==> src/rtl/dispatcher_pp.sv <==
// dispatcher_pp: ping-pong dispatcher. Streams GFP8 lines out of one bank of a
// two-bank dispatcher BRAM and writes them into NUM_TILES tile BRAMs, either
// broadcast to every enabled column or distributed round-robin in UGD-sized
// groups. Per-bank valid flags let the fetcher refill one bank while the other
// bank is being dispatched.
//
// Ports:
//   i_clk, i_reset         clock, asynchronous active-high reset
//   i_disp_*               command (accepted only while o_disp_ready)
//   o_disp_ready/done/err  handshake: ready in IDLE, one-cycle done (+err)
//   i_bank_fill_done       fetcher pulse per bank, sets o_bank_valid[b]
//   o_bank_valid           bank holds undispatched data
//   o_bram_rd_*            dispatcher BRAM read port ({bank, line})
//   i_bram_*_rd_data       BRAM read data, one-cycle latency
//   o_tile_*               tile BRAM write port, per-tile write enables
//   o_state                debug state encoding
module dispatcher_pp #(
    parameter int unsigned MAN_WIDTH       = 256,
    parameter int unsigned EXP_WIDTH       = 8,
    parameter int unsigned NUM_TILES       = 24,
    parameter int unsigned BANK_DEPTH      = 512,
    parameter int unsigned TILE_ADDR_WIDTH = 9,
    parameter int unsigned LINES_PER_NV    = 4,
    parameter int unsigned COL_W           = $clog2(NUM_TILES),
    parameter int unsigned RD_ADDR_WIDTH   = $clog2(2 * BANK_DEPTH)
) (
    input  logic                       i_clk,
    input  logic                       i_reset,
    input  logic                       i_disp_en,
    input  logic                       i_disp_bank,
    input  logic [TILE_ADDR_WIDTH-1:0] i_disp_tile_addr,
    input  logic [7:0]                 i_disp_man_nv_cnt,
    input  logic [7:0]                 i_disp_ugd_vec_size,
    input  logic [NUM_TILES-1:0]       i_disp_col_en,
    input  logic [COL_W-1:0]           i_disp_col_start,
    input  logic                       i_disp_broadcast,
    output logic                       o_disp_ready,
    output logic                       o_disp_done,
    output logic                       o_disp_err,
    input  logic [1:0]                 i_bank_fill_done,
    output logic [1:0]                 o_bank_valid,
    output logic                       o_bram_rd_en,
    output logic [RD_ADDR_WIDTH-1:0]   o_bram_rd_addr,
    input  logic [MAN_WIDTH-1:0]       i_bram_man_rd_data,
    input  logic [EXP_WIDTH-1:0]       i_bram_exp_rd_data,
    output logic [TILE_ADDR_WIDTH-1:0] o_tile_wr_addr,
    output logic [MAN_WIDTH-1:0]       o_tile_man_wr_data,
    output logic [EXP_WIDTH-1:0]       o_tile_exp_wr_data,
    output logic [NUM_TILES-1:0]       o_tile_wr_en,
    output logic [2:0]                 o_state
);

    localparam int unsigned LINE_W = $clog2(BANK_DEPTH);
    localparam int unsigned U_W    = 8 + $clog2(LINES_PER_NV);
    localparam int unsigned PC_W   = COL_W + 1;

    typedef enum logic [2:0] {
        StIdle     = 3'd0,
        StWaitBank = 3'd1,
        StRead     = 3'd2,
        StDrain    = 3'd3,
        StDone     = 3'd4
    } state_e;

    // First enabled column at or after start, wrapping; start may equal NUM_TILES.
    function automatic logic [COL_W-1:0] next_col(input logic [NUM_TILES-1:0] mask,
                                                  input logic [PC_W-1:0]      start);
        logic [COL_W-1:0] sel_hi;
        logic [COL_W-1:0] sel_lo;
        logic             hit_hi;
        sel_hi = '0;
        sel_lo = '0;
        hit_hi = 1'b0;
        for (int j = NUM_TILES - 1; j >= 0; j--) begin
            if (mask[j]) begin
                sel_lo = COL_W'(j);
                if (j >= int'(start)) begin
                    sel_hi = COL_W'(j);
                    hit_hi = 1'b1;
                end
            end
        end
        return hit_hi ? sel_hi : sel_lo;
    endfunction

    function automatic logic [PC_W-1:0] popcount(input logic [NUM_TILES-1:0] mask);
        logic [PC_W-1:0] n;
        n = '0;
        for (int i = 0; i < NUM_TILES; i++) begin
            n = n + PC_W'(mask[i]);
        end
        return n;
    endfunction

    state_e state_q, state_d;

    // Latched command
    logic                       bank_q;
    logic [TILE_ADDR_WIDTH-1:0] tile_addr_q;
    logic [LINE_W-1:0]          last_q;
    logic [U_W-1:0]             u_q;
    logic [NUM_TILES-1:0]       col_en_q;
    logic [COL_W-1:0]           col_start_q;
    logic                       bcast_q;
    logic                       err_q;
    logic [PC_W-1:0]            pop_q;

    logic [1:0] bank_valid_q, bank_clr;
    logic       drain_q;

    // Issue-stage counters, describing the line currently being read
    logic                       rd_en_q;
    logic [LINE_W-1:0]          k_q;
    logic [U_W-1:0]             off_q;
    logic [COL_W-1:0]           ptr_q;
    logic [PC_W-1:0]            visited_q;
    logic [TILE_ADDR_WIDTH-1:0] base_q;

    // Metadata stage aligned with the BRAM read data
    logic                       p1_valid_q;
    logic [TILE_ADDR_WIDTH-1:0] p1_addr_q;
    logic [NUM_TILES-1:0]       p1_en_q;

    logic [NUM_TILES-1:0]       wr_en_q;
    logic [TILE_ADDR_WIDTH-1:0] wr_addr_q;
    logic [MAN_WIDTH-1:0]       man_q;
    logic [EXP_WIDTH-1:0]       exp_q;

    // Command decode
    logic [31:0]      cmd_lines;
    logic             cmd_bad;
    logic             cmd_clamp;
    logic [COL_W-1:0] cmd_start;

    always_comb begin
        cmd_lines = 32'(i_disp_man_nv_cnt) * LINES_PER_NV;
        cmd_bad   = (i_disp_man_nv_cnt == 8'd0) ||
                    (!i_disp_broadcast && ((i_disp_col_en == '0) ||
                                           (i_disp_ugd_vec_size == 8'd0)));
        cmd_clamp = cmd_lines > BANK_DEPTH;
        cmd_start = (32'(i_disp_col_start) >= NUM_TILES) ? '0 : i_disp_col_start;
    end

    logic                       last_line;
    logic                       grp_end;
    logic [TILE_ADDR_WIDTH-1:0] cur_addr;
    logic [NUM_TILES-1:0]       cur_en;

    always_comb begin
        last_line = (k_q == last_q);
        grp_end   = (off_q == u_q - U_W'(1));
        if (bcast_q) begin
            cur_addr = tile_addr_q + TILE_ADDR_WIDTH'(k_q);
            cur_en   = col_en_q;
        end else begin
            cur_addr = tile_addr_q + base_q + TILE_ADDR_WIDTH'(off_q);
            cur_en   = NUM_TILES'(1) << ptr_q;
        end
    end

    // FSM next state and release of the dispatched bank
    always_comb begin
        state_d  = state_q;
        bank_clr = 2'b00;
        case (state_q)
            StIdle:     if (i_disp_en) state_d = cmd_bad ? StDone : StWaitBank;
            StWaitBank: if (bank_valid_q[bank_q]) state_d = StRead;
            StRead:     if (last_line) state_d = StDrain;
            StDrain: begin
                if (drain_q) begin
                    state_d          = StDone;
                    bank_clr[bank_q] = 1'b1;
                end
            end
            StDone:     state_d = StIdle;
            default:    state_d = StIdle;
        endcase
    end

    always_ff @(posedge i_clk or posedge i_reset) begin
        if (i_reset) begin
            state_q      <= StIdle;
            bank_valid_q <= 2'b00;
            drain_q      <= 1'b0;
        end else begin
            state_q      <= state_d;
            // A fill landing on the bank being released wins.
            bank_valid_q <= (bank_valid_q & ~bank_clr) | i_bank_fill_done;
            drain_q      <= (state_q == StDrain) ? ~drain_q : 1'b0;
        end
    end

    always_ff @(posedge i_clk or posedge i_reset) begin
        if (i_reset) begin
            bank_q      <= 1'b0;
            tile_addr_q <= '0;
            last_q      <= '0;
            u_q         <= '0;
            col_en_q    <= '0;
            col_start_q <= '0;
            bcast_q     <= 1'b0;
            err_q       <= 1'b0;
            pop_q       <= '0;
        end else if (state_q == StIdle && i_disp_en) begin
            bank_q      <= i_disp_bank;
            tile_addr_q <= i_disp_tile_addr;
            last_q      <= cmd_clamp ? LINE_W'(BANK_DEPTH - 1) : LINE_W'(cmd_lines - 32'd1);
            u_q         <= U_W'(i_disp_ugd_vec_size) * U_W'(LINES_PER_NV);
            col_en_q    <= i_disp_col_en;
            col_start_q <= cmd_start;
            bcast_q     <= i_disp_broadcast;
            err_q       <= cmd_bad | cmd_clamp;
            pop_q       <= popcount(i_disp_col_en);
        end
    end

    // Read issue: one line per cycle, column/round bookkeeping advances with it.
    always_ff @(posedge i_clk or posedge i_reset) begin
        if (i_reset) begin
            rd_en_q   <= 1'b0;
            k_q       <= '0;
            off_q     <= '0;
            ptr_q     <= '0;
            visited_q <= '0;
            base_q    <= '0;
        end else if (state_q == StWaitBank && state_d == StRead) begin
            rd_en_q   <= 1'b1;
            k_q       <= '0;
            off_q     <= '0;
            ptr_q     <= next_col(col_en_q, {1'b0, col_start_q});
            visited_q <= '0;
            base_q    <= '0;
        end else if (state_q == StRead) begin
            if (last_line) begin
                rd_en_q <= 1'b0;
            end else begin
                k_q <= k_q + LINE_W'(1);
                if (grp_end) begin
                    off_q <= '0;
                    ptr_q <= next_col(col_en_q, {1'b0, ptr_q} + PC_W'(1));
                    // A full sweep of the enabled columns opens a new round.
                    if (visited_q + PC_W'(1) == pop_q) begin
                        visited_q <= '0;
                        base_q    <= base_q + TILE_ADDR_WIDTH'(u_q);
                    end else begin
                        visited_q <= visited_q + PC_W'(1);
                    end
                end else begin
                    off_q <= off_q + U_W'(1);
                end
            end
        end
    end

    always_ff @(posedge i_clk or posedge i_reset) begin
        if (i_reset) begin
            p1_valid_q <= 1'b0;
            p1_addr_q  <= '0;
            p1_en_q    <= '0;
            wr_en_q    <= '0;
            wr_addr_q  <= '0;
            man_q      <= '0;
            exp_q      <= '0;
        end else begin
            p1_valid_q <= rd_en_q;
            p1_addr_q  <= cur_addr;
            p1_en_q    <= cur_en;
            wr_en_q    <= p1_valid_q ? p1_en_q : '0;
            wr_addr_q  <= p1_valid_q ? p1_addr_q : '0;
            man_q      <= p1_valid_q ? i_bram_man_rd_data : '0;
            exp_q      <= p1_valid_q ? i_bram_exp_rd_data : '0;
        end
    end

    assign o_disp_ready       = (state_q == StIdle);
    assign o_disp_done        = (state_q == StDone);
    assign o_disp_err         = (state_q == StDone) && err_q;
    assign o_bank_valid       = bank_valid_q;
    assign o_bram_rd_en       = rd_en_q;
    assign o_bram_rd_addr     = rd_en_q ? RD_ADDR_WIDTH'({bank_q, k_q}) : '0;
    assign o_tile_wr_en       = wr_en_q;
    assign o_tile_wr_addr     = wr_addr_q;
    assign o_tile_man_wr_data = man_q;
    assign o_tile_exp_wr_data = exp_q;
    assign o_state            = state_q;

endmodule
==> config.mk <==
export PLATFORM = sky130hd
export DESIGN_NAME = dispatcher_pp
export DESIGN_NICKNAME = d
export VERILOG_FILES = /design/src/rtl/dispatcher_pp.sv
export SDC_FILE = /design/constraint.sdc
export NUM_CORES = 1
export LEC_CHECK = 0
export CORE_MARGIN = 2
export CORE_UTILIZATION = 30
export CTS_CLUSTER_SIZE = 10
export DETAILED_ROUTE_END_ITERATION = 12
export GPL_ROUTABILITY_DRIVEN = 0
export GPL_TIMING_DRIVEN = 0
export PLACE_DENSITY = 0.67
export REMOVE_ABC_BUFFERS = 1
export SYNTH_ARGS = -nofsm -noshare
export SYNTH_HDL_FRONTEND = slang
export SYNTH_SLANG_ARGS = --single-unit
==> constraint.sdc <==
create_clock -name i_clk -period 33.4 [get_ports i_clk]
set_clock_uncertainty 0.05 [all_clocks]
set_input_delay 10.02 -clock i_clk [delete_from_list [all_inputs] [get_ports i_clk]]
set_output_delay 10.02 -clock i_clk [all_outputs]
set_load 0.05 [all_outputs]
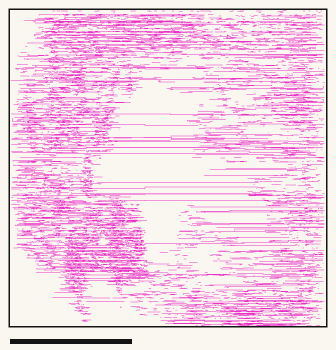
Run 1: metal 1
The bar under the picture is 100 um long.
wire length on this layer: 33.0 mm
main direction: horizontal
share of all routed wire: 41%

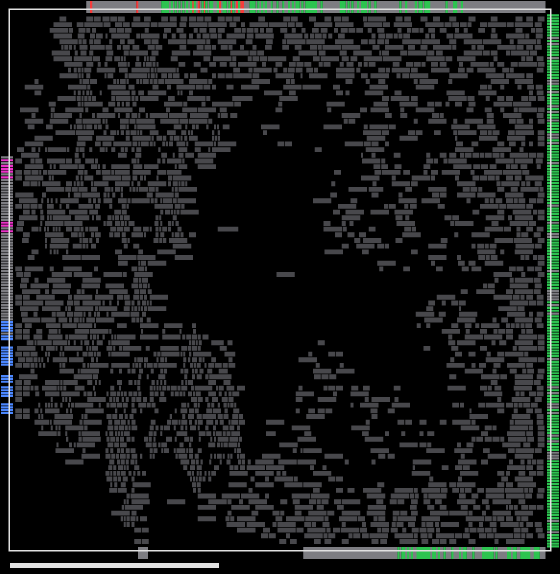
Run 1: ports around the boundary
The bar under the picture is 100 um long. Pins as bars across the die edge, other pins in gray.
[blue] i_disp_col_en | pins: 24 | direction: input | edge: left
[green] i_bram_man_rd_data | pins: 256 | direction: input | edge: 151 right, 65 top, 40 bottom
[red] o_bram_rd_addr | pins: 10 | direction: output | edge: top
[magenta] i_disp_ugd_vec_size | pins: 8 | direction: input | edge: left
all pins by edge: 239 top, 188 right, 131 bottom, 83 left
number of buffers added on ports: 640
Die X-Extent: 259 um

==> impl_metrics.toml, run 1 <==
# physical design summary
[outcome]
status = "completed"

[power]
power_frac_comb_pct = 42.4
p_leak_nw = 11.9
top_power_group = "combinational logic"
p_clk_share_pct = 23.1
peakVddDrop_mv = 0.0632
internal-power_mw = 1.30
p_sw_uw = 927
p_clk_uw = 515
p_per_area_nw_per_um2 = 78.9
swShare_pct = 41.6
seq_power_uw = 770
seqPwrFrac_pct = 34.5

[floorplan]
fp_util_pct = 30.3
io_pins = 641
die_area_um2 = 66900
rows = 93
design.core.area_um2 = 64200

[worst_setup_path]
cp_max_fo = 3
crit_arrival_ps = 14150
start_kind = "input port"
required_ps = 33880
critPathCaptureType = "flop"
crit_type = "input port to flop"
critPathTopFamily = "adder cells"
cp_slowest_stage_delay_ps = 560
cp.buffers_inverters = 6
cpMostUsedCell = "fa_1"
cp_cell_sequence = "clkdlybuf4s50_1, fa_1, inv_1, fa_1, inv_1, fa_1, inv_1, fa_1, fa_1, inv_1, ha_1, inv_1, fa_1, nor2b_1, o21ai_0, nand2_1, o22a_1"
cp_slowest_cell = "fa_1"

[flow_run]
cap_viol_max_count = 0
tool_warnings = 44

[timing]
setup-tns-final_ps = 0
max-slew-margin-rel_pct = 36.8
whs_ps = 402
finalSetupViolations = 0
period_needed_ps = 13670
finalCritPeriodShare_pct = 40.9
rsz0062_at_grt = "false"
tightest_slew_ps = 921
max_freq_mhz = 73.2
maxSlewViolCount = 0

[layout]
syn_to_final_growth_pct = 45.3
postLayoutCoreUtil_pct = 44.0
layout.cells.non_filler = 3308
fin_nets = 2817
lay_top_cells = "clkdlybuf4s50_1, dfrtp_1, and2_1, nand2_1, o21ai_0"

[synthesis]
synthCells = 1817
yosys-stat-cells = 1817
flop_cell = "dfrtp_1"
syn_avg_cell_area_um2 = 10.7
ys_warn_count = 0
synthTopLogicFamily = "simple AND/OR/NAND/NOR gates"
adder_share_pct = 5.44
yosys_area_um2 = 19400
ys_async_sr_fraction_pct = 100
ys_sh_mux_pct = 0.772
synth-xor-area-share_pct = 2.70
compound_area_share_pct = 10.1
edf_count = 0
synth_flops = 437
ys_seq_share_pct = 56.2

[detailed_routing]
drcViolationCount = 0
dr.pass1.iters = 9
wl_mm = 80.6
drtAntennaViolNets = 0
drt-vias-per-instance = 4.97
wl_per_cell_um = 24.4
vias = 16400

[place]
dpl.hpwl_mm = 62.6
dpl.cell_count = 3224

[clocking]
cts_buffers = 52
ctsHoldBuffers = 0
h-tree-depth = 2
cts_tree = "built"
clkSinkCount = 437

[global_routing]
gr-usage-all-layers_pct = 23.7
antenna_found_initial = 27
grt.overflow.total = 0
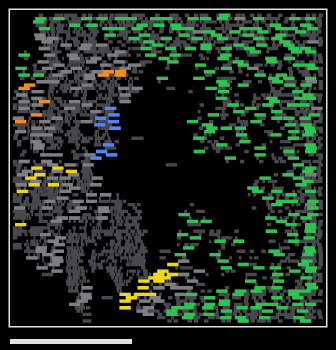
Run 1: sequential cells grouped by signal name
The bar under the picture is 100 um long. Other sequential cells in the stronger gray, the rest of the logic in the fainter gray.
[yellow] p1_en_q | flops: 24
[green] o_tile_man_wr_data | flops: 256
[orange] p1_addr_q | flops: 9 | where: upper left
[blue] off_q | flops: 10
not colored: 138

-- run 1: through the flow --
step / worst slack [ps] / area [um2] / total power, mW
5_1_grt: 19560 / 28200 / 2.36
3_5_place_dp: 19150 / 26800 / 1.70
4_1_cts: 19770 / 28200 / 2.23
3_3_place_gp: 5810 / 26500 / 1.67
6_report: 19730 / 28300 / 2.23
2_1_floorplan: 11160 / 19000 / 1.37
-- run 1: metal layers --
layer	up-vias	wire [um]	global-route usage, %
met3	171	8760	9.47
li1	7248	-	-
met4	18	2700	7.23
met2	837	35900	36.8
met1	8155	33000	30.2
met5	-	118	0
-- run 1: worst paths after layout --
| check | startpoint | cells after the start | end | slack [ps] |
|---|---|---|---|---|
| max | i_disp_col_en[17] | 17 | pop_q[4] | 19730 |
| min | p1_en_q[9] | 1 | o_tile_wr_en[9] | 400 |
| max reg2reg | ptr_q[0] | 10 | ptr_q[2] | 29410 |
| min reg2reg | p1_en_q[9] | 1 | o_tile_wr_en[9] | 400 |
| max in group asynchronous | i_reset | 4 | o_tile_man_wr_data[11] | 21800 |
| min in group asynchronous | i_reset | 2 | p1_en_q[6] | 9900 |
-- run 1: state kept, by name, summed over array words and instances (netlist names), 9 cells and up --
register / count
col_en_q: 24
k_q: 9
o_tile_man_wr_data: 256
o_tile_wr_addr: 9
o_tile_wr_en: 24
off_q: 10
p1_addr_q: 9
p1_en_q: 24
tile_addr_q: 9
-- run 1: final cells by class --
cell class                      instances  area, um2
Antenna cell                            8       20.0
Clock buffer                           70       1420
Clock inverter                          6       66.3
Fill cell                            5978      36000
Inverter                               72        278
Multi-Input combinational cell       1210       7840
Sequential cell                       437      10900
Tap cell                              855       1070
Timing Repair Buffer                  650       6630
-- run 1: cell usage after synthesis (5+ instances only) --
| cell type | instances | area share (%) |
|---|---|---|
| clkbuf_1 | 75 | 1.4 |
| and3_1 | 15 | 0.48 |
| inv_1 | 69 | 1.3 |
| nand2b_1 | 30 | 0.96 |
| nand2_1 | 185 | 3.6 |
| ha_1 | 43 | 2.8 |
| nand3b_1 | 8 | 0.31 |
| fa_1 | 26 | 2.7 |
| nor2b_1 | 13 | 0.42 |
| buf_1 | 5 | 0.097 |
| a21oi_1 | 63 | 1.6 |
| nand4_1 | 10 | 0.32 |
| o221ai_1 | 6 | 0.27 |
| o21ai_1 | 10 | 0.26 |
| mux2i_1 | 6 | 0.31 |
| xor2_1 | 25 | 1.1 |
| o21ai_0 | 101 | 2.6 |
| o21bai_1 | 6 | 0.23 |
| nor4_1 | 15 | 0.48 |
| o41ai_1 | 6 | 0.27 |
| dfrtp_1 | 437 | 56 |
| o21a_1 | 7 | 0.27 |
| buf_2 | 12 | 0.31 |
| o31ai_1 | 22 | 0.85 |
| a21o_1 | 14 | 0.54 |
| a31oi_1 | 14 | 0.45 |
| a21boi_0 | 7 | 0.27 |
| nand3_1 | 35 | 0.90 |
| o211ai_1 | 11 | 0.42 |
| nor2_1 | 78 | 1.5 |
| and2_1 | 315 | 10 |
| xnor2_1 | 35 | 1.6 |
| nor3_1 | 19 | 0.49 |
Run 1, a small window of the routed layout:
The bar under the picture is 20 um long. Window x 104 to 154, y 156 to 206 um. Cells in gray, sequential cells in the stronger gray; small squares are vias.
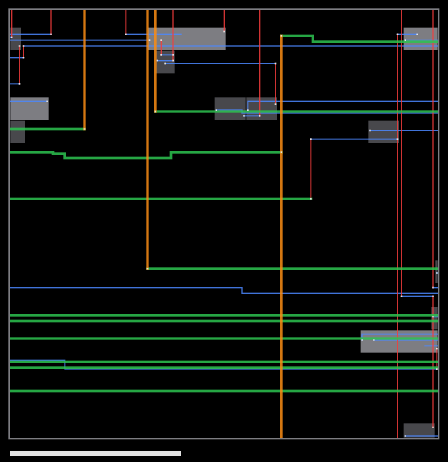

## Run 2: what changed since run 1
--- a/config.mk
+++ b/config.mk
@@ -11,7 +11,7 @@
 export DETAILED_ROUTE_END_ITERATION = 12
 export GPL_ROUTABILITY_DRIVEN = 0
 export GPL_TIMING_DRIVEN = 0
-export PLACE_DENSITY = 0.67
+export PLACE_DENSITY = 0.69
 export REMOVE_ABC_BUFFERS = 1
 export SYNTH_ARGS = -nofsm -noshare
 export SYNTH_HDL_FRONTEND = slang
==> constraint.sdc (replaced) <==
create_clock -name i_clk -period 10.95 [get_ports i_clk]
set_clock_uncertainty 0.05 [all_clocks]
set_input_delay 3.285 -clock i_clk [delete_from_list [all_inputs] [get_ports i_clk]]
set_output_delay 3.285 -clock i_clk [all_outputs]
set_load 0.05 [all_outputs]
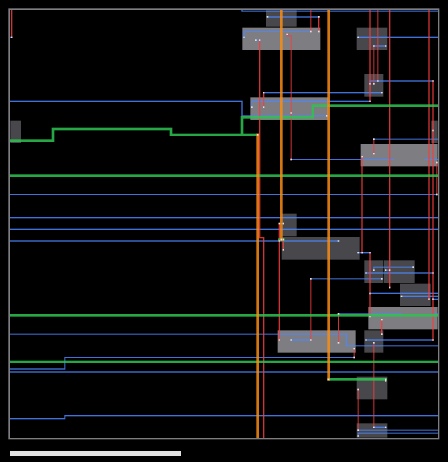
Run 2: a small window of the routed layout
The bar under the picture is 20 um long. Window x 104 to 154, y 156 to 206 um. Cells in gray, sequential cells in the stronger gray; small squares are vias.
[orange] metal 4
[green] metal 3
[red] metal 2
[blue] metal 1
most frequent: clkdlybuf4s50_1 (6), dfrtp_1 (5), and2_1 (3)
sequential cells in the window: 5
netlist names of flops here include: o_tile_man_wr_data (5)
cells with their middle in the window: 16

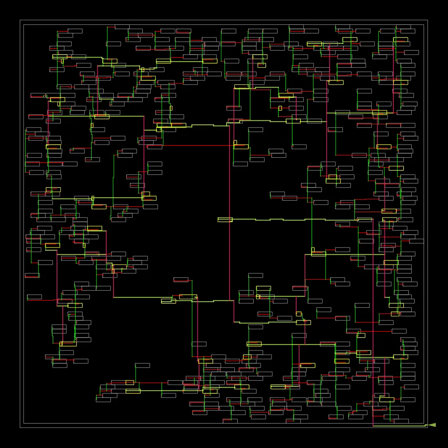
Run 2: clock wiring as the flow saved it
Latency at later pin: 600 ps
CLK BUF: 68
P_clk: 1.58 mW
CTS Buf Count: 52
sequential cell count: 437

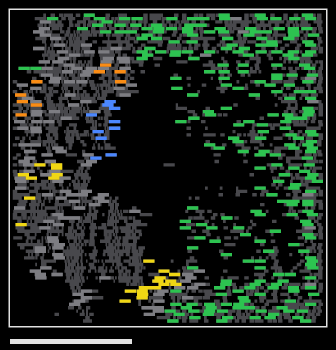
Run 2: sequential cells grouped by signal name
The bar under the picture is 100 um long. Other sequential cells in the stronger gray, the rest of the logic in the fainter gray.
[blue] off_q | flops: 10
[yellow] p1_en_q | flops: 24
[orange] p1_addr_q | flops: 9
[green] o_tile_man_wr_data | flops: 256
not colored: 138
seq pwr: 2.34 mW
Core Util, Final: 44.0%

==> impl_metrics.toml, run 2 <==
# physical design summary
[outcome]
status = "completed"

[power]
peakVddDrop_mv = 0.208
power_mw = 6.81
p_leak_nw = 12.0
p_per_area_nw_per_um2 = 241

[synthesis]
synth_dominant_cell_count = "dfrtp_1"
largest_area_cell = "dfrtp_1"
syn_avg_cell_area_um2 = 10.7
ys_seq_share_pct = 56.2
flop_cell = "dfrtp_1"
ys_warn_count = 0
edf_count = 0
ys_async_sr_fraction_pct = 100
common_cells = "dfrtp_1, and2_1, nand2_1, o21ai_0, nor2_1"
yosys-stat-cells = 1817
yosys_area_um2 = 19400
yosysTopAreaCellShare_pct = 56.2
synthCells = 1817
mappedNetlistArea_um2 = 19400
synthTopCellsByArea = "dfrtp_1, and2_1, nand2_1, ha_1, fa_1"
synth_flops = 437

[timing]
rsz0062_at_grt = "false"
whs_ps = 408
final.setup.worst_slack_ps = 3940
finalCritPeriodShare_pct = 64.0
max-slew-margin-rel_pct = 33.7
setup-tns-final_ps = 0
tightest_slew_ps = 967
period_needed_ps = 7010
finalSetupViolations = 0
maxSlewViolCount = 0
max_freq_mhz = 143

[worst_setup_path]
crit_type = "input port to flop"
required_ps = 11430
rr_worst_depth = 10
crit_arrival_ps = 7490
timing.rr.start = "ptr_q[0]"
critPathCaptureType = "flop"
start_kind = "input port"
cp-startpoint = "i_disp_col_en[19]"
cp_max_fo = 3

[clocking]
post_cts_buffers = 0
clock-root-buffer = "clkbuf_16"
h-tree-depth = 2
ctsHoldBuffers = 0
clk_pin_slew_ps = 60
cts_buffer_depth = 3
cts_tree = "built"
post_cts_resized = 0
clkSinkCount = 437

[floorplan]
rows = 93
die_w_um = 259
die_area_um2 = 66900
fp_util_pct = 30.3
die_h_um = 259
design.core.area_um2 = 64200
io_pins = 641

[detailed_routing]
dr.pass1.iters = 8
vias = 16200
drt_iter0_markers = 1593
wl_mm = 79.0
wl_per_cell_um = 23.9
drtAntennaViolNets = 0
drt-vias-per-instance = 4.89
drcViolationCount = 0

[layout]
post-route-cell-area_um2 = 28300
fin_nets = 2818
lay_top_count = "clkdlybuf4s50_1"
drive_gt1_share_pct = 4.42
fill_cells = 5930
largest_reg_flops = 256
lay_top_cells = "clkdlybuf4s50_1, dfrtp_1, and2_1, nand2_1, o21ai_0"
syn_to_final_growth_pct = 45.4

[global_routing]
grt_pass1_wl_mm = 113
grt.overflow.total = 0
grt_pass1_vias = 16700
antenna_found_initial = 17
grt_max_degree = 122
gr-usage-all-layers_pct = 23.0

[place]
placed_area_um2 = 26800
preCtsSetupSlack_ps = 3350
port_buffers = 640
dpl.hpwl_mm = 61.2

[worst_hold_path]
hold_depth = 1
hp-class = "flop to flop"
hp-start = "p1_addr_q[4]"

[flow_run]
cap_viol_max_count = 0
tool_warnings = 44
## run 2: cell counts after synthesis
Identical to the previous run, type by type.
## run 2: cell families after synthesis
family          count (synthesis)  share of synthesized area [%]
compound gates                311                           10.1
mux                            13                          0.772
buf+inv                       170                           3.53
flops                         437                           56.2
fa+ha+maj                      69                           5.44
xor+xnor                       60                           2.70
simple gates                  757                           21.2
## run 2: area by class of cell
class | instances | area, um2 | share of cell area [%]
well taps | 855 | 1070 | 3.78
repair buffers | 651 | 6640 | 23.5
flip-flops and latches | 437 | 10900 | 38.7
multi-input cells | 1210 | 7840 | 27.7
inverters | 72 | 278 | 0.982
clock buffers | 68 | 1430 | 5.06
clock inverters | 7 | 67.6 | 0.239
diodes | 6 | 15.0 | 0.0531
## run 2: report_power, final
group / total [mW] / internal, mW / switching [mW]
Clock: 1.58 / 0.904 / 0.680
Sequential: 2.34 / 1.93 / 0.412
Combinational: 2.88 / 1.15 / 1.73
## run 2: layer usage
layer / part of all wire [%] / track usage (%) / up-vias
li1: - / - / 7256
met1: 41 / 29.3 / 7956
met2: 44 / 35.2 / 763
met3: 11 / 10.1 / 166
met4: 3.4 / 7.16 / 10
met5: 0.077 / 0 / -
## run 2: worst max-delay path: stages
cell and delay [ps]:
clkdlybuf4s50_1 540, fa_1 560, inv_1 50, fa_1 470, inv_1 60, fa_1 480
inv_1 50, fa_1 500, fa_1 420, inv_1 70, ha_1 160, inv_1 50
fa_1 390, nor2b_1 120, o21ai_0 80, nand2_1 70, o22a_1 120
## run 2: per-stage QoR
step | util [%] | instances
after floorplan | - | 1719
after global placement | 41.3 | 3214
after detailed placement | 41.7 | 3225
after CTS | 44.0 | 3300
after global routing | 44.0 | 3302
final | 44.0 | 3306
## run 2: path summary, 6_finish.rpt
kind	endpoint	slack, ps
max in group asynchronous	o_tile_man_wr_data[101]	6190
setup / recovery	pop_q[4]	3940
hold reg to reg	o_tile_wr_addr[4]	410
hold / removal	o_tile_wr_addr[4]	410
min in group asynchronous	o_tile_wr_en[4]	3190
setup reg to reg	ptr_q[1]	6890
No activity file was given, so power comes from the tool's default toggle rates.
